$ cat src/rtl/ps2_pkg.sv
// ps2_pkg: shared state encoding, frame layout and frame builder for the PS/2 host transmitter.
`timescale 1ns/1ps
`default_nettype none

package ps2_pkg;

  typedef enum logic [2:0] {
    ST_IDLE    = 3'd0,
    ST_INHIBIT = 3'd1,
    ST_REQ     = 3'd2,
    ST_SHIFT   = 3'd3,
    ST_ACK     = 3'd4,
    ST_RELEASE = 3'd5
  } ps2_state_e;

  localparam int START     = 0;
  localparam int PARITY    = 9;
  localparam int STOP      = 10;
  localparam int FRAME_LEN = 11;

  // Odd parity: the parity bit makes the total count of ones in data+parity odd.
  function automatic logic [FRAME_LEN-1:0] build_frame(input logic [7:0] data);
    logic [FRAME_LEN-1:0] f;
    f          = '0;
    f[START]   = 1'b0;
    f[8:1]     = data;
    f[PARITY]  = ~^data;
    f[STOP]    = 1'b1;
    return f;
  endfunction

endpackage

`default_nettype wire

$ cat src/rtl/ps2_line_sync.sv
// ps2_line_sync: 2-FF synchronizer for one raw PS/2 line plus a one-cycle falling-edge pulse.
`timescale 1ns/1ps
`default_nettype none

module ps2_line_sync (
  input  logic clk,
  input  logic rst,
  input  logic line_in,
  output logic line_sync,
  output logic fall
);

  logic meta;
  logic sync;
  logic prev;

  // Idle PS/2 lines float high, so reset to 1 to avoid a spurious edge.
  always_ff @(posedge clk) begin
    if (rst) begin
      meta <= 1'b1;
      sync <= 1'b1;
      prev <= 1'b1;
    end else begin
      meta <= line_in;
      sync <= meta;
      prev <= sync;
    end
  end

  assign line_sync = sync;
  assign fall      = prev & ~sync;

endmodule

`default_nettype wire

$ cat src/rtl/ps2_tx_ctrl.sv
// ps2_tx_ctrl: PS/2 host-to-device byte transmitter (inhibit, request-to-send, shift, ACK, release).
`timescale 1ns/1ps
`default_nettype none

module ps2_tx_ctrl
  import ps2_pkg::*;
#(
  parameter int INHIBIT_CYCLES = 5000,
  parameter int TIMEOUT_CYCLES = 750000
) (
  input  logic       Clk,
  input  logic       Reset,
  input  logic       Start,
  input  logic [7:0] TxByte,
  output logic       Busy,
  output logic       Done,
  output logic       Error,
  input  logic       Ps2ClkIn,
  input  logic       Ps2DataIn,
  output logic       Ps2ClkOe,
  output logic       Ps2DataOe
);

  localparam int MAX_CYCLES = (INHIBIT_CYCLES > TIMEOUT_CYCLES) ? INHIBIT_CYCLES : TIMEOUT_CYCLES;
  localparam int CNT_W      = $clog2(MAX_CYCLES + 1);

  ps2_state_e             state;
  ps2_state_e             state_next;
  logic [CNT_W-1:0]       cnt;
  logic [3:0]             idx;
  logic [FRAME_LEN-1:0]   frame;

  logic clk_sync;
  logic clk_fall;
  logic data_sync;
  logic unused_data_fall;

  logic inhibit_done;
  logic timeout;
  logic done_set;
  logic error_set;

  ps2_line_sync u_clk_sync (
    .clk       (Clk),
    .rst       (Reset),
    .line_in   (Ps2ClkIn),
    .line_sync (clk_sync),
    .fall      (clk_fall)
  );

  ps2_line_sync u_data_sync (
    .clk       (Clk),
    .rst       (Reset),
    .line_in   (Ps2DataIn),
    .line_sync (data_sync),
    .fall      (unused_data_fall)
  );

  assign inhibit_done = (cnt == CNT_W'(INHIBIT_CYCLES - 1));
  assign timeout      = (cnt == CNT_W'(TIMEOUT_CYCLES - 1));

  always_ff @(posedge Clk) begin
    if (Reset) begin
      state <= ST_IDLE;
    end else begin
      state <= state_next;
    end
  end

  always_comb begin
    state_next = state;
    case (state)
      ST_IDLE:    if (Start) state_next = ST_INHIBIT;
      ST_INHIBIT: if (inhibit_done) state_next = ST_REQ;
      ST_REQ: begin
        if (clk_fall)       state_next = ST_SHIFT;
        else if (error_set) state_next = ST_IDLE;
      end
      // Reaching the parity index hands the stop bit and ACK edge to ST_ACK.
      ST_SHIFT: begin
        if (clk_fall && (idx == 4'(PARITY))) state_next = ST_ACK;
        else if (error_set)                   state_next = ST_IDLE;
      end
      ST_ACK: begin
        if (clk_fall)       state_next = data_sync ? ST_IDLE : ST_RELEASE;
        else if (error_set) state_next = ST_IDLE;
      end
      ST_RELEASE: if (done_set || error_set) state_next = ST_IDLE;
      default:    state_next = ST_IDLE;
    endcase
  end

  always_comb begin
    Busy      = (state != ST_IDLE);
    Ps2ClkOe  = (state == ST_INHIBIT);
    Ps2DataOe = 1'b0;
    done_set  = 1'b0;
    error_set = 1'b0;
    case (state)
      ST_REQ: begin
        Ps2DataOe = 1'b1;
        error_set = timeout && !clk_fall;
      end
      ST_SHIFT: begin
        Ps2DataOe = ~frame[idx];
        error_set = timeout && !clk_fall;
      end
      ST_ACK: begin
        error_set = clk_fall ? data_sync : timeout;
      end
      ST_RELEASE: begin
        done_set  = clk_sync && data_sync;
        error_set = timeout && !done_set;
      end
      default: ;
    endcase
  end

  always_ff @(posedge Clk) begin
    if (Reset) begin
      cnt   <= '0;
      idx   <= '0;
      frame <= '0;
      Done  <= 1'b0;
      Error <= 1'b0;
    end else begin
      Done  <= done_set;
      Error <= error_set;
      case (state)
        ST_IDLE: begin
          if (Start) begin
            frame <= build_frame(TxByte);
            idx   <= '0;
            cnt   <= '0;
          end
        end
        ST_INHIBIT: cnt <= inhibit_done ? '0 : cnt + CNT_W'(1);
        default: begin
          // Watchdog restarts on every device clock edge.
          cnt <= clk_fall ? '0 : cnt + CNT_W'(1);
          if (clk_fall && ((state == ST_REQ) || (state == ST_SHIFT))) begin
            idx <= idx + 4'd1;
          end
        end
      endcase
    end
  end

endmodule

`default_nettype wire

$ cat config.mk
export PLATFORM = sky130hd
export DESIGN_NAME = ps2_tx_ctrl
export DESIGN_NICKNAME = d
export VERILOG_FILES = /design/src/rtl/ps2_pkg.sv /design/src/rtl/ps2_line_sync.sv /design/src/rtl/ps2_tx_ctrl.sv
export SDC_FILE = /design/constraint.sdc
export NUM_CORES = 1
export LEC_CHECK = 0
export ABC_AREA = 1
export ABC_CLOCK_PERIOD_IN_PS = 1700
export CORE_MARGIN = 3
export CORE_UTILIZATION = 35
export DETAILED_ROUTE_END_ITERATION = 6
export PLACE_DENSITY = 0.49
export RECOVER_POWER = 50
export SYNTH_ARGS = -nofsm -noshare
export SYNTH_HDL_FRONTEND = slang
export SYNTH_SLANG_ARGS = --single-unit
export TNS_END_PERCENT = 1
$ cat constraint.sdc
create_clock -name Clk -period 1.7 [get_ports Clk]
set_input_delay 0.17 -clock Clk [delete_from_list [all_inputs] [get_ports Clk]]
set_output_delay 0.17 -clock Clk [all_outputs]
set_load 0.005 [all_outputs]
Figure 1. Signal wires by layer.
Scale bar: 20 um.
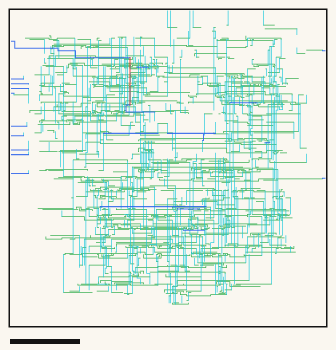
layer	colour	wire length
metal 1	green	3400 um
metal 3	blue	175 um
metal 4	red	13.6 um
metal 2	cyan	2700 um

Figure 2. Layout detail.
Scale bar: 5 um. Region (35, 54) to (55, 74) um. Cells in grey, sequential cells in the stronger grey; small squares are vias.
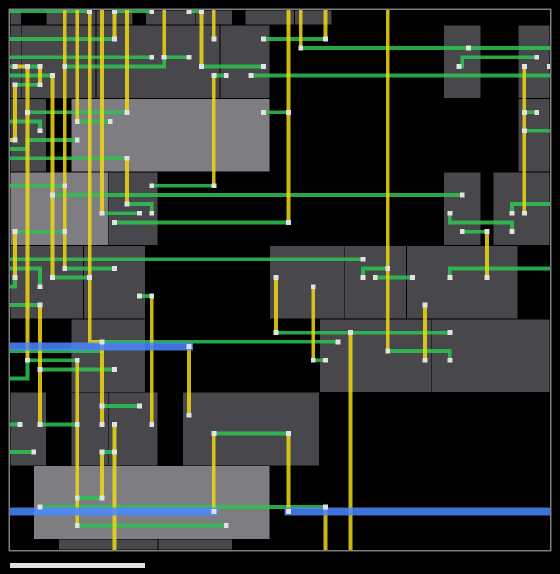
layer	colour
metal 2	yellow
metal 3	blue
metal 1	green
cells with their middle in the window	24
netlist names of flops here include	idx (2)
most frequent	buf_4 (4)
sequential cells in the window	2

==> impl_metrics.csv <==
group,metric,value,unit
synthesis,yosysWarnings,0,
route,dr_wl_met2,2700,um
worst_hold_path,hold_depth,1,
power_and_ir_drop,powerDensity,811,nW/um^2
route,drt_iter0_markers,127,
status,status,"finished clean",
route,topRoutingLayerUsed,"met4",
grt,grt_pass1_vias,2279,
synthesis,synth-xor-area-share,4.51,%
route,ant_nets,0,
worst_hold_path,worstHoldStart,"u_clk_sync.meta",
power_and_ir_drop,p_comb_share,31.2,%
job,maxCapViolCount,0,
layout,drive_gt1_share,24.2,%
synthesis,avgSynthCellArea,6.95,um^2
route,wl_met3,174,um
power_and_ir_drop,leakagePower,1.40,nW
route,via_per_inst,4.63,
clock_network,cts_buffers,5,
clock_network,clkLatencyLatePin,290,ps
critical_path,slowest_stage,"clkdlybuf4s50_1",
floorplanning,num_io_pins,18,
synthesis,yosysChipArea,2520,um^2
critical_path,rr_worst_depth,10,
Figure 3. Sequential cells grouped by signal name.
Scale bar: 20 um.
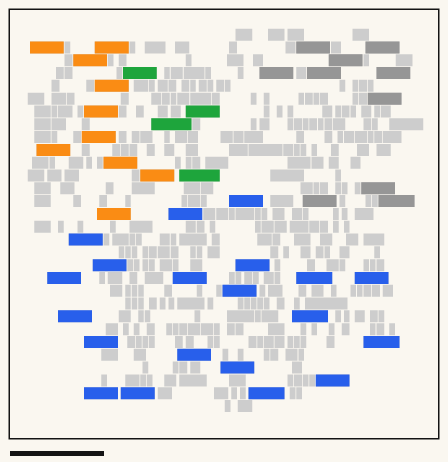
signal	colour	flops
frame	orange	10
idx	green	4
cnt	blue	20
Final Util: 46.2%
FF/Latch Area: 895 um^2
Power Sequential: 1.14 mW

Figure 4. Logic cells by family.
Scale bar: 20 um.
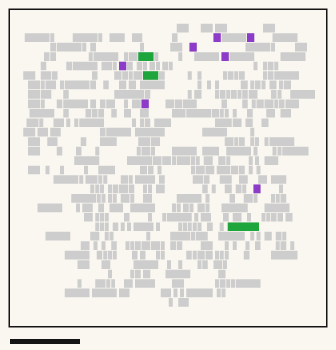
family	colour	cells
adder and majority cells	green	3
AND and OR gates	purple	7
Comb/total area: 45.5%
Layout Cells excl Fill: 510
dominant logic cell type in the layout: nand2_1

## power by group through the flow
stage	Combinational, mW	Sequential (mW)	Clock, mW
after floorplan	0.486	1.15	0
after global placement	0.785	1.16	0
after detailed placement	0.789	1.16	0
after CTS	0.792	1.13	0.663
after global routing	0.904	1.16	0.701
final	0.807	1.14	0.637
## what timing repair did
action / CTS / global route
buffers inserted: 2 / 0
resized: 9 / 34
endpoints found under the setup margin: 4 / 25
pin swaps: 0 / 4
## flip-flops by register name (all words and copies together) (netlist names), 3 cells and up
signal  cells
idx         4
state       3
frame      10
cnt        20
## layer usage
| metal | up-vias | track usage (%) |
|---|---|---|
| met5 | - | 0 |
| met4 | 0 | 3.27 |
| met3 | 2 | 3.50 |
| met2 | 29 | 23.3 |
| met1 | 1073 | 23.5 |
| li1 | 1257 | - |
Power and IR drop assume default switching activity.
